<file path="src/rtl/yacht_pkg.sv">
// ---------------------------------------------------------------------------
// yacht_pkg : shared constants, category indices and sweep FSM state type
// Rev 1.0
// ---------------------------------------------------------------------------
`default_nettype none

package yacht_pkg;

   localparam int NUM_CAT = 12;
   localparam int SCORE_W = 8;
   localparam int TOTAL_W = 9;
   localparam int CAT_W   = 4;
   localparam int UPPER_W = 7;

   localparam logic [CAT_W-1:0] CAT_ACES   = 4'd0;
   localparam logic [CAT_W-1:0] CAT_TWOS   = 4'd1;
   localparam logic [CAT_W-1:0] CAT_THREES = 4'd2;
   localparam logic [CAT_W-1:0] CAT_FOURS  = 4'd3;
   localparam logic [CAT_W-1:0] CAT_FIVES  = 4'd4;
   localparam logic [CAT_W-1:0] CAT_SIXES  = 4'd5;
   localparam logic [CAT_W-1:0] CAT_CHOICE = 4'd6;
   localparam logic [CAT_W-1:0] CAT_FOUR_K = 4'd7;
   localparam logic [CAT_W-1:0] CAT_FULL_H = 4'd8;
   localparam logic [CAT_W-1:0] CAT_S_STR  = 4'd9;
   localparam logic [CAT_W-1:0] CAT_L_STR  = 4'd10;
   localparam logic [CAT_W-1:0] CAT_YACHT  = 4'd11;

   localparam logic [CAT_W-1:0]   UPPER_LAST   = 4'd5;
   localparam logic [UPPER_W-1:0] BONUS_THRESH = 7'd63;
   localparam logic [TOTAL_W-1:0] BONUS_PTS    = 9'd35;
   localparam logic [CAT_W-1:0]   BEST_NONE    = 4'hF;

   typedef enum logic [1:0] {
      ST_IDLE   = 2'd0,
      ST_SWEEP  = 2'd1,
      ST_COMMIT = 2'd2
   } sweep_state_t;

endpackage

`default_nettype wire

</file>
<file path="src/rtl/scorecard_bank.sv">
// ---------------------------------------------------------------------------
// scorecard_bank : one player's used mask, upper-section sum and total
// Rev 1.0
// ---------------------------------------------------------------------------
`default_nettype none

module scorecard_bank
   import yacht_pkg::*;
(
   input  logic               clk,
   input  logic               reset_n,
   input  logic               clear,
   input  logic               commit,
   input  logic [CAT_W-1:0]   commit_idx,
   input  logic [SCORE_W-1:0] score,
   output logic [NUM_CAT-1:0] used,
   output logic [TOTAL_W-1:0] total
);

   logic [UPPER_W-1:0] upper;
   logic [UPPER_W:0]   upper_sum;
   logic               is_upper;
   logic               bonus_hit;
   logic [TOTAL_W-1:0] add;

   // Bonus fires only on the commit that crosses the threshold.
   always_comb begin
      is_upper  = (commit_idx <= UPPER_LAST);
      upper_sum = {1'b0, upper} + (is_upper ? score : '0);
      bonus_hit = is_upper && (upper < BONUS_THRESH) &&
                  (upper_sum >= {1'b0, BONUS_THRESH});
      add       = {1'b0, score} + (bonus_hit ? BONUS_PTS : '0);
   end

   always_ff @(posedge clk) begin
      if (!reset_n || clear) begin
         used  <= '0;
         upper <= '0;
         total <= '0;
      end else if (commit) begin
         used[commit_idx] <= 1'b1;
         if (is_upper)
            upper <= upper_sum[UPPER_W-1:0];
         total <= total + add;
      end
   end

endmodule

`default_nettype wire

</file>
<file path="src/rtl/score_sweep_scheduler.sv">
// ---------------------------------------------------------------------------
// score_sweep_scheduler : sweeps the score calculator over all categories,
// tracks the best unused category and commits into per-player scorecards
// Rev 1.0
// ---------------------------------------------------------------------------
`default_nettype none

module score_sweep_scheduler
   import yacht_pkg::*;
(
   input  logic               clk,
   input  logic               reset_n,
   input  logic               start_sweep,
   input  logic               commit,
   input  logic [CAT_W-1:0]   commit_idx,
   input  logic               player,
   input  logic               new_game,
   input  logic [CAT_W-1:0]   ext_cat_idx,
   input  logic [SCORE_W-1:0] calc_score,
   output logic [CAT_W-1:0]   calc_sel,
   output logic               sweep_busy,
   output logic               sweep_done,
   output logic [CAT_W-1:0]   best_idx,
   output logic [SCORE_W-1:0] best_score,
   output logic               commit_ack,
   output logic               commit_err,
   output logic [TOTAL_W-1:0] p1_total,
   output logic [TOTAL_W-1:0] p2_total,
   output logic [NUM_CAT-1:0] p1_used,
   output logic [NUM_CAT-1:0] p2_used,
   output logic               all_done
);

   sweep_state_t       state;
   sweep_state_t       next_state;
   logic [CAT_W-1:0]   cnt;
   logic [SCORE_W-1:0] cache [NUM_CAT];
   logic               sweep_valid;
   logic [CAT_W-1:0]   commit_idx_r;
   logic               commit_player_r;

   logic [NUM_CAT-1:0] used_sel;
   logic               commit_ok;
   logic               bank_commit;
   logic [SCORE_W-1:0] commit_score;

   assign used_sel     = player ? p2_used : p1_used;
   assign commit_ok    = sweep_valid && (commit_idx <= CAT_YACHT) && !used_sel[commit_idx];
   assign bank_commit  = (state == ST_COMMIT) && !new_game;
   assign commit_score = cache[commit_idx_r];
   assign calc_sel     = (state == ST_SWEEP) ? cnt : ext_cat_idx;
   assign sweep_busy   = (state == ST_SWEEP);
   assign all_done     = (&p1_used) && (&p2_used);

   always_ff @(posedge clk) begin
      if (!reset_n)
         state <= ST_IDLE;
      else
         state <= next_state;
   end

   always_comb begin
      next_state = state;
      if (new_game) begin
         next_state = ST_IDLE;
      end else begin
         case (state)
            ST_IDLE: begin
               if (commit) begin
                  if (commit_ok)
                     next_state = ST_COMMIT;
               end else if (start_sweep) begin
                  next_state = ST_SWEEP;
               end
            end
            ST_SWEEP:  if (cnt == CAT_YACHT) next_state = ST_IDLE;
            ST_COMMIT: next_state = ST_IDLE;
            default:   next_state = ST_IDLE;
         endcase
      end
   end

   always_ff @(posedge clk) begin
      if (!reset_n || new_game) begin
         cnt             <= '0;
         sweep_valid     <= 1'b0;
         sweep_done      <= 1'b0;
         best_idx        <= BEST_NONE;
         best_score      <= '0;
         commit_ack      <= 1'b0;
         commit_err      <= 1'b0;
         commit_idx_r    <= '0;
         commit_player_r <= 1'b0;
         for (int i = 0; i < NUM_CAT; i++)
            cache[i] <= '0;
      end else begin
         sweep_done <= 1'b0;
         commit_ack <= 1'b0;
         commit_err <= 1'b0;
         case (state)
            ST_IDLE: begin
               if (commit) begin
                  if (commit_ok) begin
                     commit_idx_r    <= commit_idx;
                     commit_player_r <= player;
                  end else begin
                     commit_err <= 1'b1;
                  end
               end else if (start_sweep) begin
                  cnt         <= '0;
                  sweep_valid <= 1'b0;
                  best_idx    <= BEST_NONE;
                  best_score  <= '0;
               end
            end
            ST_SWEEP: begin
               cache[cnt] <= calc_score;
               // Strict compare so a tie keeps the earlier (lower) index.
               if (!used_sel[cnt] && (calc_score > best_score)) begin
                  best_idx   <= cnt;
                  best_score <= calc_score;
               end
               cnt <= cnt + 1'b1;
               if (cnt == CAT_YACHT) begin
                  sweep_valid <= 1'b1;
                  sweep_done  <= 1'b1;
               end
               if (commit)
                  commit_err <= 1'b1;
            end
            ST_COMMIT: begin
               sweep_valid <= 1'b0;
               commit_ack  <= 1'b1;
               if (commit)
                  commit_err <= 1'b1;
            end
            default: ;
         endcase
      end
   end

   scorecard_bank u_bank_p1 (
      .clk        (clk),
      .reset_n    (reset_n),
      .clear      (new_game),
      .commit     (bank_commit && !commit_player_r),
      .commit_idx (commit_idx_r),
      .score      (commit_score),
      .used       (p1_used),
      .total      (p1_total)
   );

   scorecard_bank u_bank_p2 (
      .clk        (clk),
      .reset_n    (reset_n),
      .clear      (new_game),
      .commit     (bank_commit && commit_player_r),
      .commit_idx (commit_idx_r),
      .score      (commit_score),
      .used       (p2_used),
      .total      (p2_total)
   );

endmodule

`default_nettype wire

</file>
<file path="config.mk">
export PLATFORM = sky130hd
export DESIGN_NAME = score_sweep_scheduler
export DESIGN_NICKNAME = d
export VERILOG_FILES = /design/src/rtl/yacht_pkg.sv /design/src/rtl/scorecard_bank.sv /design/src/rtl/score_sweep_scheduler.sv
export SDC_FILE = /design/constraint.sdc
export NUM_CORES = 1
export LEC_CHECK = 0
export ABC_AREA = 0
export CAP_MARGIN = 20
export CELL_PAD_IN_SITES_DETAIL_PLACEMENT = 1
export CELL_PAD_IN_SITES_GLOBAL_PLACEMENT = 2
export CORE_UTILIZATION = 23
export DETAILED_ROUTE_END_ITERATION = 12
export GPL_TIMING_DRIVEN = 0
export PLACE_DENSITY_LB_ADDON = 0.12
export SYNTH_ARGS = -nofsm -noshare
export SYNTH_HDL_FRONTEND = slang
export SYNTH_SLANG_ARGS = --single-unit
</file>
<file path="constraint.sdc">
create_clock -name clk -period 7.75 [get_ports clk]
set_input_delay 1.55 -clock clk [delete_from_list [all_inputs] [get_ports clk]]
set_output_delay 1.55 -clock clk [all_outputs]
set_load 0.005 [all_outputs]
</file>
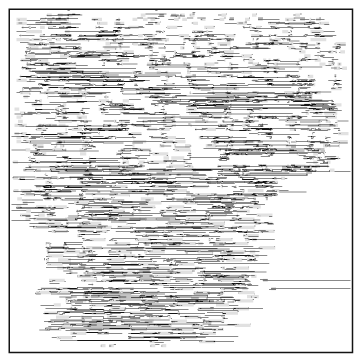
Figure 1: run 1, the metal 1 layer.
Scale: 1.5 px per um.
nets with wire on the layer = 1224
wire length on this layer = 21.1 mm

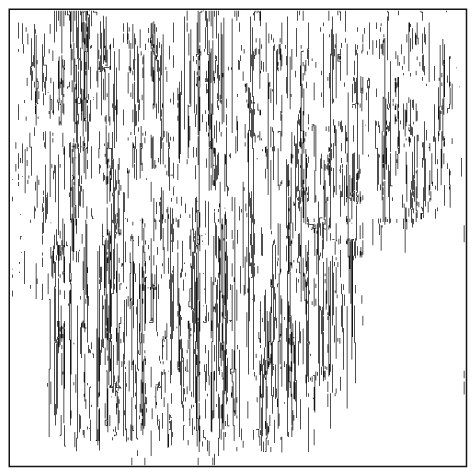
Figure 2: run 1, signal wires on met2.
Scale: 2 px per um.
longest straight run = 122 um
share of all routed wire = 46%

==> run_results.csv, run 1 <==
group,metric,value,unit
logic_synthesis,yosys_cells,1086,
power,p_seq,1.24,mW
routing,wl_per_cell,22.91,um
worst_hold_path,whs_path_depth,2,
sta,clock_skew,0.04703,ns
global_route,grt_pass1_wl,65220,um
worst_hold_path,min_to,"u_bank_p1.total[4]$_SDFFE_PP0P_",
sta,period_used_share,92.57,%
finish,nClkBuffers,42,
sta,worstMarginPinSlew,1.059,ns
placed_design,dpl.cell_count,1842,
routing,met3_length,1324,um
job,max_cap_viol_count,0,
finish,seq-cell-share,38.92,%
placed_design,dpl_cell_area,0.01342,mm2
finish,nonClkBufAreaFrac,8.179,%
worst_setup_path,reg2reg_depth,29,
cts,worstSkewPairLatency,0.61,ns
worst_setup_path,crit_required,8.24,ns
logic_synthesis,synth-warning-count,0,
power,leakagePower,5.453,nW
finish,area_delta_synth_final,22.30,%
floorplanning,io_pins,85,
worst_setup_path,startpoint_type,"register",
worst_setup_path,path_class,"register to register",
sta,finalHoldViolations,0,
power,clk-power,1.32,mW
power,internal_power,2.072,mW
finish,final_nets,1278,
finish,largest-register,"cache",
worst_hold_path,hold_path.startpoint,"u_bank_p1.total[4]$_SDFFE_PP0P_",
routing,num_vias,8969,
routing,drt-met1-wl,21080,um
cts,ctsHoldBuffers,0,
worst_setup_path,cp_num_buf_inv,4,
finish,inv_count,37,
global_route,grt.total_usage,16.83,%
floorplanning,dieWidth,227.9,um
global_route,grt_max_degree,20,
sta,setup_violations,0,
routing,drt_iter0_markers,507,
finish,regArea,0.005585,mm2
logic_synthesis,ys_area,0.01173,mm2
worst_setup_path,endpoint,"u_bank_p2.total[8]$_SDFFE_PP0P_",
logic_synthesis,syn_avg_cell_area,10.80,um2
cts,cts_buffer_depth,3,
worst_setup_path,r2r-end,"u_bank_p2.total[8]$_SDFFE_PP0P_",
cts,root_buffer,"clkbuf_16",
worst_hold_path,hold_class,"register to register",
floorplanning,core,0.05027,mm2
finish,top_area_cell_class,"multi-input combinational cells",
global_route,grt_pass1_vias,9592,
placed_design,place_congestion,0.7805,
outcome,outcome,"completed",
cts,clock_sinks,215,
finish,logic_area,0.005695,mm2
cts,clk_pin_slew,0.06,ns
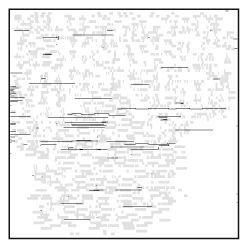
Figure 3: run 1, metal 3.
Scale: 1 px per um.
main direction = horizontal
longest straight run = 59.3 um
nets with wire on the layer = 65

## run 1: repair_timing
| item | 4_1_cts | 5_1_grt |
|---|---|---|
| setup buffers | 0 | 2 |
| gates resized | 2 | 2 |
| pin swaps | 0 | 1 |
| setup endpoints to repair | 5 | 2 |
## run 1: Yosys cell counts (all sizes together) (3+ instances only)
library cell / count
a221oi: 3
and2: 17
clkbuf: 52
o21a: 4
o211a: 3
nand3b: 3
ha: 54
o32a: 3
nand3: 20
or3: 5
dfxtp: 87
nor3b: 4
nand2: 81
or2: 5
nand4: 12
nor3: 17
xnor2: 25
a22oi: 7
o21ai: 24
xor2: 8
nor2: 100
edfxtp: 128
o31ai: 8
inv: 37
a211o: 3
mux2i: 32
a31oi: 4
a21o: 7
o211ai: 3
nand2b: 14
a21oi: 83
and4: 3
a211oi: 10
and3: 107
mux2: 7
o21bai: 8
mux4: 39
nor2b: 11
xnor3: 3
buf: 19
## run 1: routing by layer
metal  track usage, %  vias to the layer above
met1            23.49                     4551
met2            27.68                      134
met3            2.050                       46
met5                0                        -
li1                 -                     4236
met4            3.796                        2
## run 1: worst register-to-register path, delay by kind of cell, from the launching register on
family	cells	cell delay, ns
buffers and inverters	4	0.81
muxes	3	1.34
DFF	1	0.32
and+or+nand+nor	5	1.16
AOI/OAI and AO/OA	12	2.38
xor gates and xnor gates	1	0.10
adders and majority gates	4	0.97
## run 1: cell families (layout without fill, tap and decap cells)
| logic type | Yosys count | after routing | synth area share, % |
|---|---|---|---|
| buf+inv | 108 | 242 | 3.977 |
| mux | 78 | 78 | 10.89 |
| simple gates | 406 | 406 | 17.84 |
| xor+xnor | 36 | 36 | 3.039 |
| flops | 215 | 215 | 47.60 |
| compound gates | 185 | 185 | 10.39 |
| fa+ha+maj | 58 | 58 | 6.270 |
==> run 2, diff against run 1 <==
--- a/config.mk
+++ b/config.mk
@@ -11,6 +11,7 @@
 export CELL_PAD_IN_SITES_GLOBAL_PLACEMENT = 2
 export CORE_UTILIZATION = 23
 export DETAILED_ROUTE_END_ITERATION = 12
+export DONT_BUFFER_PORTS = 1
 export GPL_TIMING_DRIVEN = 0
 export PLACE_DENSITY_LB_ADDON = 0.12
 export SYNTH_ARGS = -nofsm -noshare
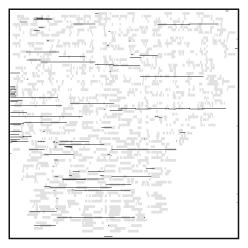
Figure 4: run 2, metal 3.
Scale: 1 px per um.
Post-Route WL: 43980 um
met3 usage: 2.775%
vias: 8686

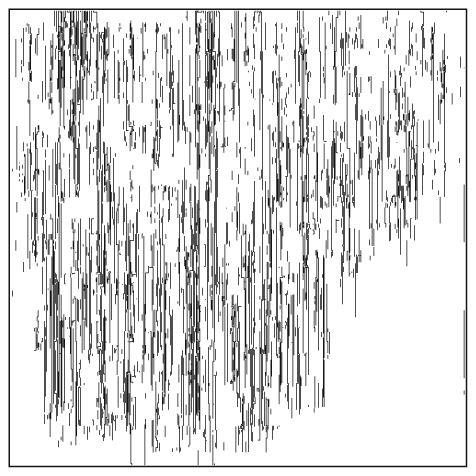
Figure 5: run 2, signal wires on met2.
Scale: 2 px per um.
share of all routed wire = 46%
nets with wire on the layer = 1013
wire length on this layer = 20.2 mm
GR Util met2: 27.32%

==> run_results.csv, run 2 <==
group,metric,value,unit
logic_synthesis,ys_sh_mux,10.89,%
worst_setup_path,r2r-end,"u_bank_p2.total[8]$_SDFFE_PP0P_",
sta,finalHoldViolations,0,
routing,antenna_left,0,
cts,cts_setup_buffers,0,
worst_setup_path,crit_required,8.25,ns
floorplanning,io_pins,85,
finish,largest-register,"cache",
finish,final_common_cell,"edfxtp_1",
sta,period_used_share,92.56,%
outcome,outcome,"completed",
floorplanning,dieWidth,227.9,um
logic_synthesis,adder_share,6.270,%
global_route,grt_pass1_wl,64560,um
worst_hold_path,whs_path_depth,2,
power,internal_power,2.093,mW
sta,setup_violations,0,
worst_setup_path,endpoint,"u_bank_p2.total[8]$_SDFFE_PP0P_",
logic_synthesis,syn_avg_cell_area,10.80,um2
finish,final_nets,1194,
placed_design,dpl_cell_area,0.01258,mm2
logic_synthesis,ys_sh_simple,17.84,%
global_route,grt_max_degree,20,
floorplanning,core,0.05027,mm2
sta,rsz0062_at_grt,"no",
worst_setup_path,startpoint_type,"register",
sta,layout_setup_ws,0.5763,ns
global_route,grt.total_usage,16.81,%
power,leakagePower,5.170,nW
placed_design,place_congestion,0.7656,
routing,wl_per_cell,24.27,um
cts,clock_sinks,215,
placed_design,dpl.cell_count,1758,
cts,cts_buffer_depth,3,
placed_design,detailed_place_hpwl,31990,um
sta,worstMarginPinSlew,1.087,ns
logic_synthesis,ys_area,0.01173,mm2
finish,area_delta_synth_final,15.56,%
sta,clock_skew,0.01106,ns
power,p_seq,1.24,mW
logic_synthesis,ys_sh_xor,3.039,%
worst_setup_path,reg2reg_depth,29,
global_route,grt_pass1_vias,9140,
logic_synthesis,synthAoiAreaFrac,10.39,%
worst_setup_path,cp_num_buf_inv,4,
logic_synthesis,topCombFamilyByArea,"simple AND/OR/NAND/NOR gates",
logic_synthesis,synth_top_cell_by_count,"edfxtp_1",
power,clk-power,1.36,mW
logic_synthesis,top_cells_by_count,"edfxtp_1 (128), and3_1 (107), nor2_1 (99)",
job,max_cap_viol_count,0,
logic_synthesis,yosys_cells,1086,
==> run 2: cell counts after synthesis <==
No cell type changed its count.
==> run 2: tightest hold or removal path, cell delays in order (launching register included) <==
cell and delay (ns):
dfxtp_1 0.33, nand2_1 0.06, a21oi_1 0.06
==> run 2: cell type report <==
class / count / area [um2]
Multi-Input combinational cell: 763 / 5695
Clock buffer: 45 / 877.1
Clock inverter: 10 / 96.34
Sequential cell: 215 / 5585
Fill cell: 5680 / 36710
Antenna cell: 1 / 2.502
Tap cell: 672 / 840.8
Buffer: 69 / 322.8
Inverter: 37 / 138.9
==> run 2: worst min-delay path by stage <==
stage	end	slack, ns	start
global placement	u_bank_p1.upper[0]$_SDFFE_PP0P_	0.48	u_bank_p1.upper[0]$_SDFFE_PP0P_
global route	u_bank_p2.total[8]$_SDFFE_PP0P_	0.53	u_bank_p2.total[8]$_SDFFE_PP0P_
CTS	u_bank_p1.upper[6]$_SDFFE_PP0P_	0.50	u_bank_p1.upper[6]$_SDFFE_PP0P_
finish	u_bank_p1.upper[0]$_SDFFE_PP0P_	0.50	u_bank_p1.upper[0]$_SDFFE_PP0P_
detailed placement	u_bank_p1.upper[0]$_SDFFE_PP0P_	0.49	u_bank_p1.upper[0]$_SDFFE_PP0P_
floorplan	u_bank_p1.upper[6]$_SDFFE_PP0P_	0.45	u_bank_p1.upper[6]$_SDFFE_PP0P_
==> run 2: what timing repair did <==
action | CTS | global route
gates resized | 2 | 2
setup endpoints to repair | 5 | 3
hold buffers | 0 | 0
==> run 2: metal layers <==
layer | wire length [um] | vias up | track usage (%)
met5 | 0 | - | 0
li1 | - | 4067 | -
met2 | 20180 | 139 | 27.32
met3 | 1655 | 53 | 2.775
met4 | 1174 | 0 | 4.803
met1 | 20970 | 4427 | 22.91
No activity file was given, so power comes from the tool's default toggle rates.
